### Close-up of the layout, run 1

Window x 51 to 76, y 51 to 76 microns. Cells in gray, sequential cells in the stronger gray; small squares are vias.
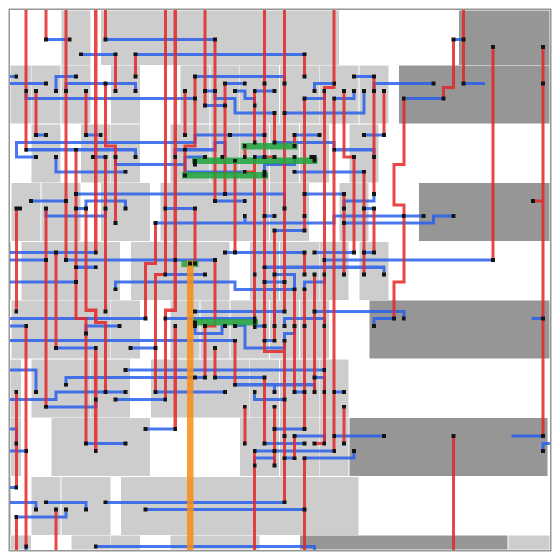
### Track usage over the die, run 1

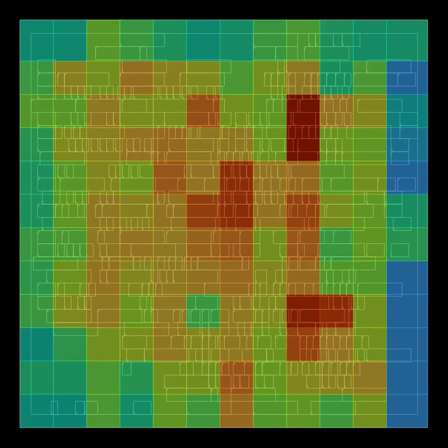
### The metal 1 layer, run 1

Scale: 3 px per micron.
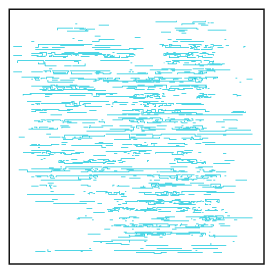
### Register map, names as in the netlist, run 1

Scale: 6 px per micron.
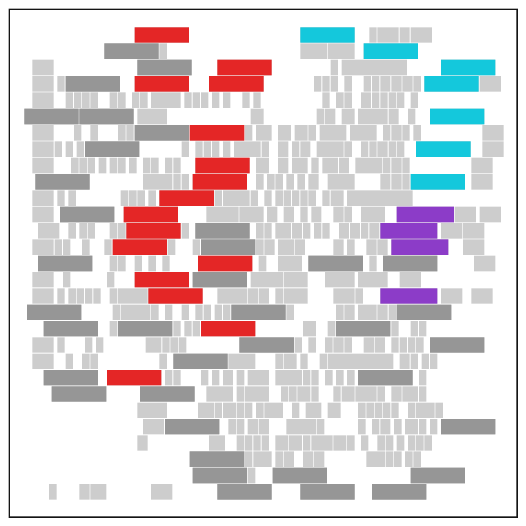
[src/rtl/sseg_scan_ctrl.sv]
// sseg_scan_ctrl - time-multiplexed scan controller for a multi-digit
// seven-segment display. One shared decoder is steered across all digits. Each
// digit slot is BLANK_CYCLES of all-off blanking followed by REFRESH_DIV cycles
// of drive. New display values are double-buffered and are applied only at the
// frame boundary.
//
// Optional feature macro: LEADING_ZERO_BLANK_EN. When it is defined, leading
// zero digits above digit 0 are suppressed.
//
// Ports:
//   clk        system clock, rising edge
//   rst_n      asynchronous active-low reset
//   digits_in  nibble k is the value for digit k (digit 0 is the rightmost digit)
//   load       captures digits_in into the shadow register
//   digit_en   per-digit enable, sampled live
//   Cathode    registered segment bus, 1 = segment on
//   Anode      registered active-low digit selects, at most one low
//   frame_done one-cycle pulse when the last digit's drive ends

module sseg_decoder (
    input  logic [3:0] val,
    output logic [7:0] seg
);
    // Bit order is {dp,g,f,e,d,c,b,a}. The dp segment is never lit.
    always_comb begin
        seg = 8'h00;
        case (val)
            4'h0: seg = 8'h3F;
            4'h1: seg = 8'h06;
            4'h2: seg = 8'h5B;
            4'h3: seg = 8'h4F;
            4'h4: seg = 8'h66;
            4'h5: seg = 8'h6D;
            4'h6: seg = 8'h7D;
            4'h7: seg = 8'h07;
            4'h8: seg = 8'h7F;
            4'h9: seg = 8'h6F;
            4'hA: seg = 8'h77;
            4'hB: seg = 8'h7C;
            4'hC: seg = 8'h39;
            4'hD: seg = 8'h5E;
            4'hE: seg = 8'h79;
            4'hF: seg = 8'h71;
            default: seg = 8'h00;
        endcase
    end
endmodule

module sseg_scan_ctrl #(
    parameter int NUM_DIGITS   = 4,
    parameter int REFRESH_DIV  = 50000,
    parameter int BLANK_CYCLES = 2
) (
    input  logic                    clk,
    input  logic                    rst_n,
    input  logic [4*NUM_DIGITS-1:0] digits_in,
    input  logic                    load,
    input  logic [NUM_DIGITS-1:0]   digit_en,
    output logic [7:0]              Cathode,
    output logic [NUM_DIGITS-1:0]   Anode,
    output logic                    frame_done
);
    localparam int MAXC = (REFRESH_DIV > BLANK_CYCLES) ? REFRESH_DIV : BLANK_CYCLES;
    localparam int CW   = $clog2(MAXC + 1);
    localparam int IW   = (NUM_DIGITS > 1) ? $clog2(NUM_DIGITS) : 1;
    localparam logic [CW-1:0] DRV_LAST = CW'(REFRESH_DIV - 1);
    localparam logic [CW-1:0] BLK_LAST = CW'(BLANK_CYCLES - 1);
    localparam logic [IW-1:0] IDX_LAST = IW'(NUM_DIGITS - 1);

    typedef enum logic {BLANK, DRIVE} state_t;

    state_t                       state, state_nxt;
    logic [CW-1:0]                cnt, cnt_nxt;
    logic [IW-1:0]                idx, idx_nxt;
    logic                         boundary;
    logic [NUM_DIGITS-1:0][3:0]   shadow, active;
    logic                         pending;
    logic [3:0]                   dec_in;
    logic [7:0]                   dec_out;
    logic [NUM_DIGITS-1:0]        lit;
    logic [NUM_DIGITS-1:0]        an_nxt;
    logic [7:0]                   cat_nxt;

`ifdef LEADING_ZERO_BLANK_EN
    // lz[k] is set when nibbles NUM_DIGITS-1 down to k are all zero.
    // Digit 0 is never suppressed.
    logic [NUM_DIGITS-1:0] lz;
    always_comb begin
        lz = '0;
        lz[NUM_DIGITS-1] = (active[NUM_DIGITS-1] == 4'd0);
        for (int k = NUM_DIGITS - 2; k >= 0; k--)
            lz[k] = lz[k+1] && (active[k] == 4'd0);
        lz[0] = 1'b0;
    end
    assign lit = digit_en & ~lz;
`else
    assign lit = digit_en;
`endif

    // Steer the shared decoder to the current digit. The index does not change
    // on BLANK->DRIVE, so the current idx is also the digit about to be driven.
    always_comb begin
        dec_in = 4'd0;
        for (int k = 0; k < NUM_DIGITS; k++)
            if (IW'(k) == idx) dec_in = active[k];
    end

    sseg_decoder u_dec (
        .val (dec_in),
        .seg (dec_out)
    );

    // Next state, and output values for the next state, so each state's
    // outputs appear on the first edge of that state.
    always_comb begin
        state_nxt = state;
        cnt_nxt   = cnt + 1'b1;
        idx_nxt   = idx;
        boundary  = 1'b0;
        case (state)
            BLANK: if (cnt == BLK_LAST) begin
                state_nxt = DRIVE;
                cnt_nxt   = '0;
            end
            DRIVE: if (cnt == DRV_LAST) begin
                state_nxt = BLANK;
                cnt_nxt   = '0;
                idx_nxt   = (idx == IDX_LAST) ? '0 : idx + 1'b1;
                boundary  = (idx == IDX_LAST);
            end
            default: begin
                state_nxt = BLANK;
                cnt_nxt   = '0;
            end
        endcase

        an_nxt  = '1;
        cat_nxt = 8'h00;
        if (state_nxt == DRIVE) begin
            for (int k = 0; k < NUM_DIGITS; k++) begin
                if (IW'(k) == idx && lit[k]) begin
                    an_nxt[k] = 1'b0;
                    cat_nxt   = dec_out;
                end
            end
        end
    end

    always_ff @(posedge clk or negedge rst_n) begin
        if (!rst_n) begin
            state      <= BLANK;
            cnt        <= '0;
            idx        <= '0;
            Anode      <= '1;
            Cathode    <= 8'h00;
            frame_done <= 1'b0;
        end else begin
            state      <= state_nxt;
            cnt        <= cnt_nxt;
            idx        <= idx_nxt;
            Anode      <= an_nxt;
            Cathode    <= cat_nxt;
            frame_done <= boundary;
        end
    end

    // Double buffer. If a load coincides with the boundary, the load bypasses
    // the shadow register and goes straight to active.
    always_ff @(posedge clk or negedge rst_n) begin
        if (!rst_n) begin
            shadow  <= '0;
            active  <= '0;
            pending <= 1'b0;
        end else begin
            if (load) shadow <= digits_in;
            if (boundary) begin
                if (load)         active <= digits_in;
                else if (pending) active <= shadow;
                pending <= 1'b0;
            end else if (load) begin
                pending <= 1'b1;
            end
        end
    end
endmodule
[config.mk]
export PLATFORM = sky130hd
export DESIGN_NAME = sseg_scan_ctrl
export DESIGN_NICKNAME = d
export VERILOG_FILES = /design/src/rtl/sseg_scan_ctrl.sv
export SDC_FILE = /design/constraint.sdc
export NUM_CORES = 1
export LEC_CHECK = 0
export ABC_AREA = 1
export CORE_MARGIN = 2
export CORE_UTILIZATION = 50
export CTS_CLUSTER_DIAMETER = 60
export DETAILED_ROUTE_END_ITERATION = 8
export HOLD_SLACK_MARGIN = 0.12
export PLACE_DENSITY = 0.82
export SYNTH_ARGS = -nofsm -noshare
export SYNTH_HDL_FRONTEND = slang
export SYNTH_SLANG_ARGS = --single-unit
[constraint.sdc]
create_clock -name clk -period 2.3 [get_ports clk]
set_input_delay 0.345 -clock clk [delete_from_list [all_inputs] [get_ports clk]]
set_output_delay 0.345 -clock clk [all_outputs]
set_load 0.02 [all_outputs]
==> impl_metrics.py, run 1 <==
# Flow results
metrics = {
    "detailed_routing": {
        "viasPerCell": 5.032,
        "wl_met3_microns": 427,
        "first_drt_pass_iteration_count": 5,
        "detail_route.drc_violations": 0,
        "route.layer.met1.wl_mm": 3.038,
        "route.antenna.remaining_nets": 0,
    },
    "logic_synthesis": {
        "synth.logic.top_family": "simple AND/OR/NAND/NOR gates",
        "cell_total_in_the_yosys_stat_output": 405,
        "post_synth_main_area_contributors": "sky130_fd_sc_hd__dfrtp_1 46%, sky130_fd_sc_hd__nand2_1 19%, sky130_fd_sc_hd__ha_1 5.0%",
        "synthArstFlopShare_pct": 100.0,
        "synth-simple-area-share_pct": 33.95,
        "synth-seq-cells": 64,
        "post_synth_inst_count": 405,
        "synthesis.area_sq_um": 3232,
        "synthesis.yosys.warnings": 0,
        "synth.cellmix.adderShare_pct": 5.033,
        "floorplan.nets": 441,
        "top_area_share_pct": 46.46,
        "yosysUniqueCellTypes": 33,
        "synthesis.area_per_instance_sq_um": 7.980,
        "synth-compound-area-share_pct": 3.639,
        "synth_top_cell_by_area": "sky130_fd_sc_hd__dfrtp_1",
    },
    "pwr": {
        "switching_power_uw": 565.6,
        "cell_internal_pwr_uw": 2029,
        "share_seq_of_total_power_pct": 45.8,
        "total_leakage_power_uw": 0.001978,
        "ir_worst_vdd_v": 0.0004292,
    },
    "cells_and_area": {
        "flow.area_growth_from_synthesis_pct": 21.06,
        "antennaDiodeCount": 0,
        "stdcell_area_sq_um": 3913,
        "final_layout_net_count": 483,
    },
    "global_route": {
        "globalRoute.busiestLayer": "met2",
        "first_global_vias": 2607,
    },
    "cts": {
        "tritoncts": "built",
        "cts_bufs_inserted": 9,
        "clock_latency_late_sink_ns": 0.34,
        "cts_hold_repair.buffers": 0,
    },
    "timing": {
        "min_tclk_post_route_ns": 2.128,
        "rsz0062_at_grt": "false",
        "final.period_utilization_pct": 92.54,
        "fmax_ghz": 0.4699,
        "fin_tns_setup_ns": 0,
        "finalSetupViolCount": 0,
    },
    "critical_path": {
        "crit_path_cell_trace": "inv_1 > ha_1 > buf_4 > a21oi_1 > nand2_1 > a21boi_1 > inv_1 > ha_1 > inv_1 > nand3_1 > o21ai_0 > nor2_1",
        "cp_max_fo": 7,
        "cp-start-kind": "flop",
        "cp_slowest_stage_delay_ns": 0.38,
    },
    "job": {
        "max-cap-violations": 0,
    },
    "placed_design": {
        "dp_hpwl_mm": 4.784,
        "place.gp.congestion": 0.9465,
    },
    "floorplanning": {
        "pin_count": 36,
        "floorplan.die_area_sq_um": 7123,
        "die-height_microns": 84.40,
    },
    "status": {
        "run_status": "finished clean",
    },
}
Back to the opening pictures, 'Close-up of the layout':
color	layer
red	metal 2
blue	metal 1
orange	metal 4
green	metal 3
netlist names of flops here include	Cathode (4)
cells with their middle in the window	57
sequential cells in the window	4
most frequent	nand2_1 (13), nor2_1 (11), nand3_1 (8)

Back to the opening pictures, 'Track usage over the die':
Global Route met2 Usage: 33.12%
met3 usage: 5.408%

Back to the opening pictures, 'The metal 1 layer':
longest straight run	25.8 microns
nets with wire on the layer	418

Back to the opening pictures, 'Register map, names as in the netlist':
color	name in the netlist	placed flops
red	active	16
cyan	Cathode	7
purple	Anode	4
final core area utilization: 61.97%
share of cell area taken by flip-flops and latches: 41.06%
total sequential power: 1190 uW

[run 1: sequential cells by signal (all words and copies together), names as in the netlist]
name / flops
Anode: 4
Cathode: 7
active: 16
cnt: 16
frame_done: 1
idx: 2
pending: 1
shadow: 16
state: 1
[run 1: final timing paths]
check | slack, ns | start | to | cells past startpoint
max reg2reg | 0.17 | idx[0]$_DFFE_PN0P_ | Cathode[1]$_DFF_PN0_ | 12
min in group clk | 0.47 | shadow[5]$_DFFE_PN0P_ | shadow[5]$_DFFE_PN0P_ | 2
max in group asynchronous | 1.62 | rst_n | cnt[6]$_DFF_PN0_ | 2
min | 0.17 | rst_n | cnt[4]$_DFF_PN0_ | 2
max | 0.17 | idx[0]$_DFFE_PN0P_ | Cathode[1]$_DFF_PN0_ | 12
min reg2reg | 0.47 | shadow[5]$_DFFE_PN0P_ | shadow[5]$_DFFE_PN0P_ | 2
[run 1: critical path: cells and delay by family, from the launching register on]
family / cells / cell delay (ns)
buffers and inverters: 4 / 0.44
flip-flops: 1 / 0.38
AND-OR/OR-AND: 3 / 0.45
adder cells (fa/ha/maj): 2 / 0.51
AND/OR/NAND/NOR: 3 / 0.22
[run 1: area by class of cell]
class	instances	area, sq um	area share [%]
inverter	35	131.4	3.358
sequential	64	1607	41.06
clock inverter	5	102.6	2.622
tap	77	96.34	2.462
timing repair buffer	40	380.4	9.722
multi-input combinational	297	1444	36.90
clock buffer	11	151.4	3.870
[run 1: metrics by stage]
step                setup WS, ns  utilization [%]  instances  hold WS, ns
finish                    0.1717            61.97        529       0.1699
global route             0.03759            61.97        529       0.2528
CTS                       0.1329            61.85        529       0.2014
detailed placement        0.1637            57.83        513       0.4614
global placement          0.3148            57.83        513       0.4555
floorplan                 0.1696                -        405      0.04941
[run 1: placed cells by master (no fill, tap or decap), types with 2 or more instances in the layout]
cell                              synthesis  layout
sky130_fd_sc_hd__nor2_1                  42      42
sky130_fd_sc_hd__nand3_1                 23      23
sky130_fd_sc_hd__bufinv_16                0       3
sky130_fd_sc_hd__ha_1                    13      11
sky130_fd_sc_hd__inv_1                   35      35
sky130_fd_sc_hd__nor3_2                   2       2
sky130_fd_sc_hd__nand2_1                161     160
sky130_fd_sc_hd__clkbuf_8                 0      11
sky130_fd_sc_hd__nor3_1                   5       5
sky130_fd_sc_hd__nor2_2                   3       3
sky130_fd_sc_hd__buf_4                    1       6
sky130_fd_sc_hd__nor2_4                   4       4
sky130_fd_sc_hd__nand2_2                  5       6
sky130_fd_sc_hd__a21oi_1                 13      13
sky130_fd_sc_hd__a31oi_1                  2       2
sky130_fd_sc_hd__xor2_1                   4       4
sky130_fd_sc_hd__nor3b_1                  2       2
sky130_fd_sc_hd__ha_2                     0       2
sky130_fd_sc_hd__dfstp_2                  4       4
sky130_fd_sc_hd__clkdlybuf4s50_1          0      33
sky130_fd_sc_hd__dfrtp_1                 60      60
sky130_fd_sc_hd__o21ai_0                  4       4
sky130_fd_sc_hd__or2_2                    3       3
[run 1: power by group through the flow]
stage	Sequential [uW]	Combinational (uW)	Clock (uW)
finish	1190	188	1220
global route	1190	215	1290
CTS	1190	192	1240
detailed placement	1210	189	0
global placement	1210	186	0
floorplan	1220	77.9	0
### Gate families picked out, run 1

Scale: 3 px per micron.
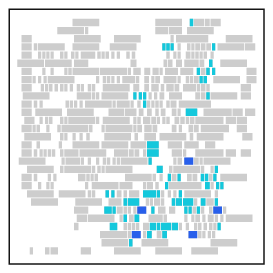

==> inputs of run 2 (changes only) <==
ABC_AREA = default   (was 1)
PLACE_DENSITY = 0.83   (was 0.82)
### Gate families picked out, run 2

Scale: 3 px per micron.
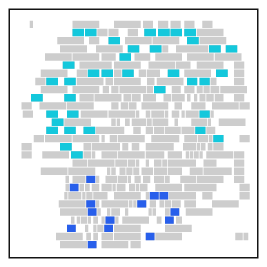
color	family	cells	most used
cyan	mux cells	37	mux2_2
blue	xor and xnor cells	14	xnor2_1

### Close-up of the layout, run 2

Window x 49 to 74, y 49 to 74 microns. Cells in gray, sequential cells in the stronger gray; small squares are vias.
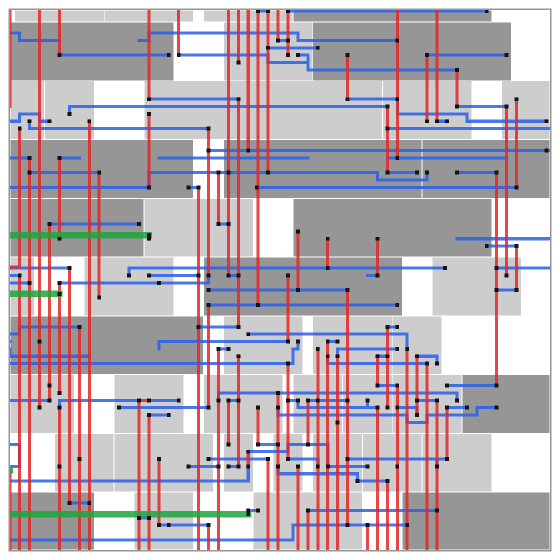
color	layer
blue	metal 1
green	metal 3
red	metal 2
most frequent	dfrtp_1 (10), mux2_2 (6)
cells with their middle in the window	36
netlist names of flops here include	active (4), shadow (4), Cathode (2)
sequential cells in the window	10

==> impl_metrics.py, run 2 <==
# Flow results
metrics = {
    "logic_synthesis": {
        "synthArstFlopShare_pct": 100.0,
        "top_area_share_pct": 48.98,
        "floorplan.nets": 290,
        "synth-main-ff-cell": "sky130_fd_sc_hd__dfrtp_1",
        "synthesis.area_sq_um": 3065,
        "synth-seq-cells": 64,
        "post_synth_inst_count": 254,
        "synthesis.area_per_instance_sq_um": 12.07,
        "synth.cellmix.adderShare_pct": 5.306,
        "synth-simple-area-share_pct": 15.96,
        "synth.logic.top_family": "simple AND/OR/NAND/NOR gates",
        "yosysUniqueCellTypes": 47,
        "synth_top_cell_by_area": "sky130_fd_sc_hd__dfrtp_1",
        "synth.mux.area_fraction_pct": 13.39,
        "post_synth_main_area_contributors": "sky130_fd_sc_hd__dfrtp_1 49%, sky130_fd_sc_hd__mux2_2 12%, sky130_fd_sc_hd__ha_1 5.3%",
        "synth-compound-area-share_pct": 5.918,
        "synthesis.yosys.warnings": 0,
        "cell_total_in_the_yosys_stat_output": 254,
    },
    "detailed_routing": {
        "highest-signal-layer": "met4",
        "first_drt_pass_iteration_count": 6,
        "wl_met2_mm": 2.967,
        "wl_met3_microns": 339,
        "route.layer.met1.wl_mm": 2.840,
        "initialDrtViolationCount": 125,
        "route.antenna.remaining_nets": 0,
        "detail_route.drc_violations": 0,
        "viasPerCell": 5.471,
    },
    "critical_path": {
        "critPathCaptureType": "flop",
        "timing.rr.start": "idx[1]$_DFFE_PN0P_",
        "critical_path_required_ns": 2.57,
        "crit-reg2reg-capture": "Cathode[0]$_DFF_PN0_",
        "criticalPathCategory": "flop to flop",
        "r2r_setup_slack_ns": 0.009,
        "cp-start-kind": "flop",
        "cp_max_fo": 5,
        "r2r.worst_path.cells": 10,
    },
    "cells_and_area": {
        "mostFrequentLayoutCell": "sky130_fd_sc_hd__dfrtp_1",
        "layoutNonFillerInstCount": 382,
        "antennaDiodeCount": 0,
        "final_layout_net_count": 338,
        "flow.area_growth_from_synthesis_pct": 25.84,
        "mostFrequentLayoutCells": "58 x sky130_fd_sc_hd__dfrtp_1, 33 x sky130_fd_sc_hd__clkdlybuf4s50_1, 32 x sky130_fd_sc_hd__mux2_2, 21 x sky130_fd_sc_hd__nor2_1",
        "layout.core_utilization_pct": 65.15,
        "biggestRegsByFlops": "active: 16 flops, cnt: 16 flops, shadow: 16 flops",
    },
    "global_route": {
        "grt_start_max_net_pins": 65,
        "grt_first_pass_wirelength_mm": 9.618,
        "first_global_vias": 1987,
        "grt_antenna_before_repair": 0,
    },
    "cts": {
        "cts_bufs_inserted": 9,
        "cts_max_path_buffers": 2,
        "cts_root_buffer": "sky130_fd_sc_hd__clkbuf_8",
        "htreeDepth": 3,
        "clk_pin_slew_ns": 0.07,
        "clock_latency_late_sink_ns": 0.34,
        "tritoncts": "built",
    },
    "floorplanning": {
        "die-height_microns": 82.30,
        "fp_util_pct": 51.78,
        "floorplan.die_area_sq_um": 6773,
        "pin_count": 36,
    },
    "pwr": {
        "cellPowerDensity_nw_per_um2": 644.1,
        "total_leakage_power_uw": 0.001732,
        "ir_worst_vdd_v": 0.0003756,
        "final_power_uw": 2485,
    },
    "placed_design": {
        "place_inst": 365,
        "place.gp.congestion": 0.8123,
        "portBuffers": 34,
        "dp_hpwl_mm": 4.006,
    },
    "timing": {
        "slew_viol_final": 0,
        "fin_worst_hold_slack_ns": 0.1582,
        "final.period_utilization_pct": 99.63,
        "worst_slew_pin_slew_ns": 0.7882,
        "slew-limit-headroom_pct": 47.45,
        "fmax_ghz": 0.4364,
        "finalSetupViolCount": 0,
        "min_tclk_post_route_ns": 2.291,
        "fin_tns_setup_ns": 0,
        "clock-skew-final_ns": 0.008917,
    },
    "job": {
        "openroad_warning_count": 37,
        "max-cap-violations": 0,
    },
    "status": {
        "run_status": "finished clean",
    },
}
## run 2: cell count changes after synthesis, moves of 7 or more
cell | previous run | this run
sky130_fd_sc_hd__nand3_1 | 23 | 11
sky130_fd_sc_hd__nand2_1 | 161 | 12
sky130_fd_sc_hd__mux2_2 | 1 | 32
sky130_fd_sc_hd__xnor2_1 | 1 | 8
sky130_fd_sc_hd__a21oi_1 | 13 | 2
sky130_fd_sc_hd__inv_1 | 35 | 10
sky130_fd_sc_hd__nor2_1 | 42 | 21
## run 2: what timing repair did
item | in CTS | in global routing
pin swaps | 0 | 2
setup buffers | 0 | 1
gates resized | 1 | 17
hold buffers | 0 | 0
endpoints found under the setup margin | 4 | 7
## run 2: cell type report
type,count,area [sq um]
fillers,434,2063
flip-flops and latches,64,1609
multi-input cells,171,1448
repair buffers,46,425.4
clock buffers,9,123.9
clock inverters,7,120.1
well taps,75,93.84
inverters,10,37.54
## run 2: layer usage
metal	vias up	GRT usage [%]
li1	991	-
met1	1023	26.14
met2	65	30.16
met3	11	4.457
met4	0	7.000
met5	-	0
## run 2: cells by family after synthesis
group / count (synthesis)
fa+ha+maj: 13
mux: 37
simple gates: 84
xor+xnor: 14
other cells: 1
compound gates: 22
buf+inv: 19
flops: 64
## run 2: critical path, stage by stage (launching register included)
cell and delay [ns]:
sky130_fd_sc_hd__dfrtp_2 0.45, sky130_fd_sc_hd__inv_2 0.12, sky130_fd_sc_hd__ha_1 0.21, sky130_fd_sc_hd__nor2b_2 0.19, sky130_fd_sc_hd__a221oi_2 0.09, sky130_fd_sc_hd__nor3_2 0.17, sky130_fd_sc_hd__a21oi_2 0.06, sky130_fd_sc_hd__buf_4 0.16
sky130_fd_sc_hd__ha_1 0.24, sky130_fd_sc_hd__or3_1 0.40, sky130_fd_sc_hd__a21oi_2 0.15
## run 2: where the power goes
part | switching, uW | leakage (uW) | internal, uW
clock | 455 | 0.000119 | 721
sequential | 8.84 | 0.000793 | 1160
combinational | 65.5 | 0.000819 | 75.0
## run 2: metrics by stage
step | setup WS [ns] | instance area [sq um]
after floorplan | 0.04405 | 3075
after CTS | -0.02921 | 3785
after global placement | 0.09589 | 3536
final | 0.008552 | 3857
after global routing | -0.1006 | 3857
after detailed placement | 0.002719 | 3536
## run 2: worst max path at each step
| stage | startpoint | to | slack, ns | cells past startpoint |
|---|---|---|---|---|
| 2_1_floorplan | idx[1]$_DFFE_PN0P_ | Cathode[1]$_DFF_PN0_ | 0.04 | 11 |
| 5_1_grt | idx[1]$_DFFE_PN0P_ | Cathode[0]$_DFF_PN0_ | -0.10 | 10 |
| 6_report | idx[1]$_DFFE_PN0P_ | Cathode[0]$_DFF_PN0_ | 0.009 | 10 |
| 3_3_place_gp | idx[0]$_DFFE_PN0P_ | Cathode[0]$_DFF_PN0_ | 0.1 | 9 |
| 4_1_cts | idx[1]$_DFFE_PN0P_ | Cathode[6]$_DFF_PN0_ | -0.03 | 11 |
| 3_5_place_dp | idx[1]$_DFFE_PN0P_ | Cathode[6]$_DFF_PN0_ | 0.003 | 11 |
### Track usage over the die, run 2

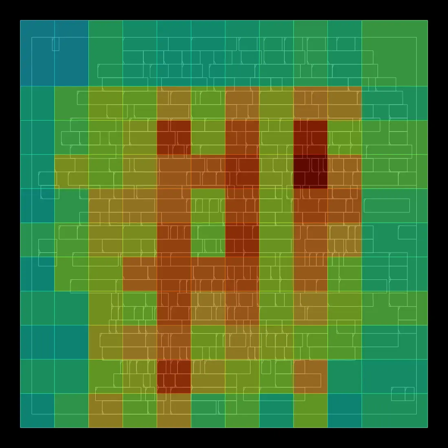

==> inputs of run 3 (changes only) <==
ABC_AREA = 1   (was default)
PLACE_DENSITY = 0.82   (was 0.83)
clock period = 2.4 ns   (was 2.3 ns; I/O delays follow)
### Track usage over the die, run 3

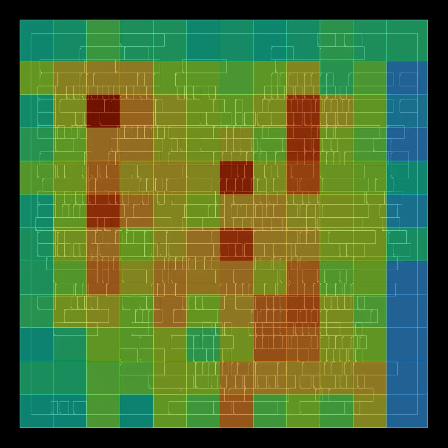
met3 usage: 3.245%
global-route usage over all layers: 19.74%

### The metal 1 layer, run 3

Scale: 3 px per micron.
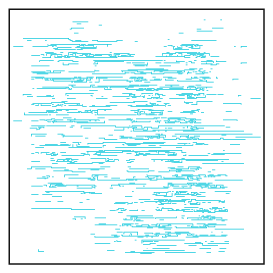
longest straight run	25.8 microns
wire length on this layer	3070 microns
share of all routed wire	48%
met1 usage in global routing: 26.14%
Routed WL: 6.404 mm
vias after detailed routing: 2605

==> impl_metrics.py, run 3 <==
# Flow results
metrics = {
    "status": {
        "run_status": "finished clean",
    },
    "job": {
        "max-cap-violations": 0,
        "openroad_warning_count": 36,
    },
    "critical_path": {
        "cp-start-kind": "flop",
        "critPathArrivalTime_ns": 2.39,
        "criticalPathCategory": "flop to flop",
        "critical_path_required_ns": 2.63,
        "cpMaxStageDelayCell": "sky130_fd_sc_hd__dfrtp_1",
        "cp_max_fo": 6,
        "critPathCaptureType": "flop",
        "crit_path_cell_trace": "inv_1 > ha_1 > nand3_1 > nand2_1 > nand2_1 > nand2_1 > nand2_1 > inv_1 > ha_1 > nand3_1 > a21oi_1 > nor2_1",
        "cp_slowest_stage_delay_ns": 0.42,
        "critPathMostFrequentCell": "sky130_fd_sc_hd__nand2_1",
    },
    "timing": {
        "slew_viol_final": 0,
        "finalSetupViolCount": 0,
        "worst_slew_pin_slew_ns": 0.7827,
        "final.period_utilization_pct": 89.71,
        "fin_tns_setup_ns": 0,
        "slew-limit-headroom_pct": 47.82,
        "min_tclk_post_route_ns": 2.153,
        "clock-skew-final_ns": 0.007712,
        "timing_hold_violations_final": 0,
        "rsz0062_at_grt": "false",
        "fmax_ghz": 0.4644,
    },
    "cts": {
        "cts_hold_repair.buffers": 0,
        "cts_root_buffer": "sky130_fd_sc_hd__clkbuf_8",
        "cts_max_path_buffers": 2,
        "tritoncts": "built",
        "htreeDepth": 3,
        "cts_bufs_inserted": 9,
        "clk_pin_slew_ns": 0.08,
        "clock_latency_late_sink_ns": 0.34,
    },
    "logic_synthesis": {
        "ys_chip_area_sq_um": 3232,
        "post_synth_main_area_contributors": "sky130_fd_sc_hd__dfrtp_1 46%, sky130_fd_sc_hd__nand2_1 19%, sky130_fd_sc_hd__ha_1 5.0%",
        "synthesis.yosys.warnings": 0,
        "floorplan.nets": 441,
        "cell_total_in_the_yosys_stat_output": 405,
        "synth_top_cell_by_area": "sky130_fd_sc_hd__dfrtp_1",
        "synth-seq-cells": 64,
        "synthesis.area_sq_um": 3232,
        "top_area_share_pct": 46.46,
        "synthesis.area_per_instance_sq_um": 7.980,
        "yosysUniqueCellTypes": 33,
        "synthArstFlopShare_pct": 100.0,
        "yosys.stat.seqShare_pct": 49.71,
        "synth-main-ff-cell": "sky130_fd_sc_hd__dfrtp_1",
        "synth-edff-count": 0,
        "post_synth_inst_count": 405,
    },
    "placed_design": {
        "place.gp.congestion": 0.9338,
        "place_inst": 511,
        "dp_hpwl_mm": 4.651,
        "portBuffers": 34,
    },
    "hold_path": {
        "timing.hold.worst.class": "input pin to asynchronous set/reset pin",
    },
    "floorplanning": {
        "pin_count": 36,
        "fp_util_pct": 51.19,
        "placeable_area_sq_um": 6314,
        "die-height_microns": 84.40,
        "floorplan.die_area_sq_um": 7123,
    },
    "cells_and_area": {
        "combGateArea_sq_um": 1454,
        "regArea_sq_um": 1607,
        "flow.area_growth_from_synthesis_pct": 19.86,
        "mostFrequentLayoutCell": "sky130_fd_sc_hd__nand2_1",
        "mostFrequentLayoutCells": "161 x sky130_fd_sc_hd__nand2_1, 60 x sky130_fd_sc_hd__dfrtp_1, 42 x sky130_fd_sc_hd__nor2_1, 35 x sky130_fd_sc_hd__inv_1, 33 x sky130_fd_sc_hd__clkdlybuf4s50_1",
        "biggestRegsByFlops": "active: 16 flops, cnt: 16 flops, shadow: 16 flops",
        "fillers": 574,
        "final_layout_net_count": 481,
        "layout.core_utilization_pct": 61.36,
        "antennaDiodeCount": 0,
        "layoutNonFillerInstCount": 527,
    },
    "detailed_routing": {
        "route.antenna.remaining_nets": 0,
        "initialDrtViolationCount": 163,
        "detail_route.drc_violations": 0,
        "first_drt_pass_iteration_count": 4,
        "viasPerCell": 4.943,
        "detail_route.wl_per_cell_microns": 12.15,
    },
    "pwr": {
        "ir_worst_vdd_v": 0.0003982,
        "total_leakage_power_uw": 0.001942,
        "cellPowerDensity_nw_per_um2": 604.8,
    },
    "global_route": {
        "grt.overflow.total": 0,
        "grt_start_max_net_pins": 65,
        "grt_antenna_before_repair": 0,
        "grt_first_pass_wirelength_mm": 11.36,
        "first_global_vias": 2513,
    },
}
## run 3: netlist changes by cell type after synthesis, sizes merged, moves of 10 or more
| cell | before | now |
|---|---|---|
| nand2 | 13 | 167 |
| mux2 | 32 | 1 |
| nor2 | 21 | 49 |
| inv | 10 | 35 |
| nand3 | 12 | 24 |
| a21oi | 3 | 13 |
## run 3: repair_timing
item                                    CTS  global route
buffers inserted                          0             0
gates resized                             0             4
endpoints found under the setup margin    0             3
hold endpoints to repair                  0             0
## run 3: path summary, 6_finish.rpt
kind / startpoint / to / slack (ns) / cells after the start
worst max-delay path: idx[0]$_DFFE_PN0P_ / Cathode[5]$_DFF_PN0_ / 0.25 / 12
worst min-delay path: rst_n / shadow[7]$_DFFE_PN0P_ / 0.18 / 2
min in group clk: shadow[5]$_DFFE_PN0P_ / shadow[5]$_DFFE_PN0P_ / 0.48 / 2
worst min register to register: shadow[5]$_DFFE_PN0P_ / shadow[5]$_DFFE_PN0P_ / 0.48 / 2
worst max register to register: idx[0]$_DFFE_PN0P_ / Cathode[5]$_DFF_PN0_ / 0.25 / 12
max in group asynchronous: rst_n / cnt[3]$_DFF_PN0_ / 1.71 / 2
## run 3: cell families after synthesis
logic type,Yosys count,share of synthesized area [%]
and+or+nand+nor,255,33.95
muxes,1,0.3484
other,1,0.1160
xor gates and xnor gates,5,1.355
buffers and inverters,44,5.846
DFF,64,49.71
adders and majority gates,13,5.033
AOI/OAI and AO/OA,22,3.639
## run 3: layout make-up
class | count | share of cell area [%]
clock inverters | 7 | 2.487
inverters | 35 | 3.391
repair buffers | 38 | 9.432
clock buffers | 9 | 3.198
multi-input cells | 297 | 37.53
well taps | 77 | 2.487
flip-flops and latches | 64 | 41.47
## run 3: per-stage QoR
| stage | worst slack, ns | area, sq um | hold slack [ns] | power [uW] |
|---|---|---|---|---|
| final | 0.2469 | 3874 | 0.1775 | 2343 |
| after floorplan | 0.2696 | 3232 | 0.06441 | 1241 |
| after detailed placement | 0.2270 | 3636 | 0.4606 | 1341 |
| after global placement | 0.3297 | 3636 | 0.4549 | 1334 |
| after CTS | 0.2080 | 3856 | 0.2099 | 2363 |
| after global routing | 0.01559 | 3874 | 0.2590 | 2431 |
## run 3: report_power, final
group / leakage [uW] / internal [uW] / switching (uW)
logic: 0.00104 / 77.9 / 102
registers: 0.000797 / 1120 / 17.2
clock network: 0.000101 / 584 / 440
## run 3: critical path: cells and delay by family (launching register included)
kind | cells | cell delay, ns
simple gates | 7 | 0.63
compound gates | 1 | 0.19
fa+ha+maj | 2 | 0.48
buf+inv | 2 | 0.33
flops | 1 | 0.42
## run 3: routing by layer
layer	vias to the layer above	part of all wire, %	GRT usage [%]
met5	-	0	0
met4	0	1.5	8.514
met3	10	4.7	3.245
met2	71	46	32.32
met1	1194	48	26.14
li1	1330	-	-
Power and IR drop assume default switching activity.
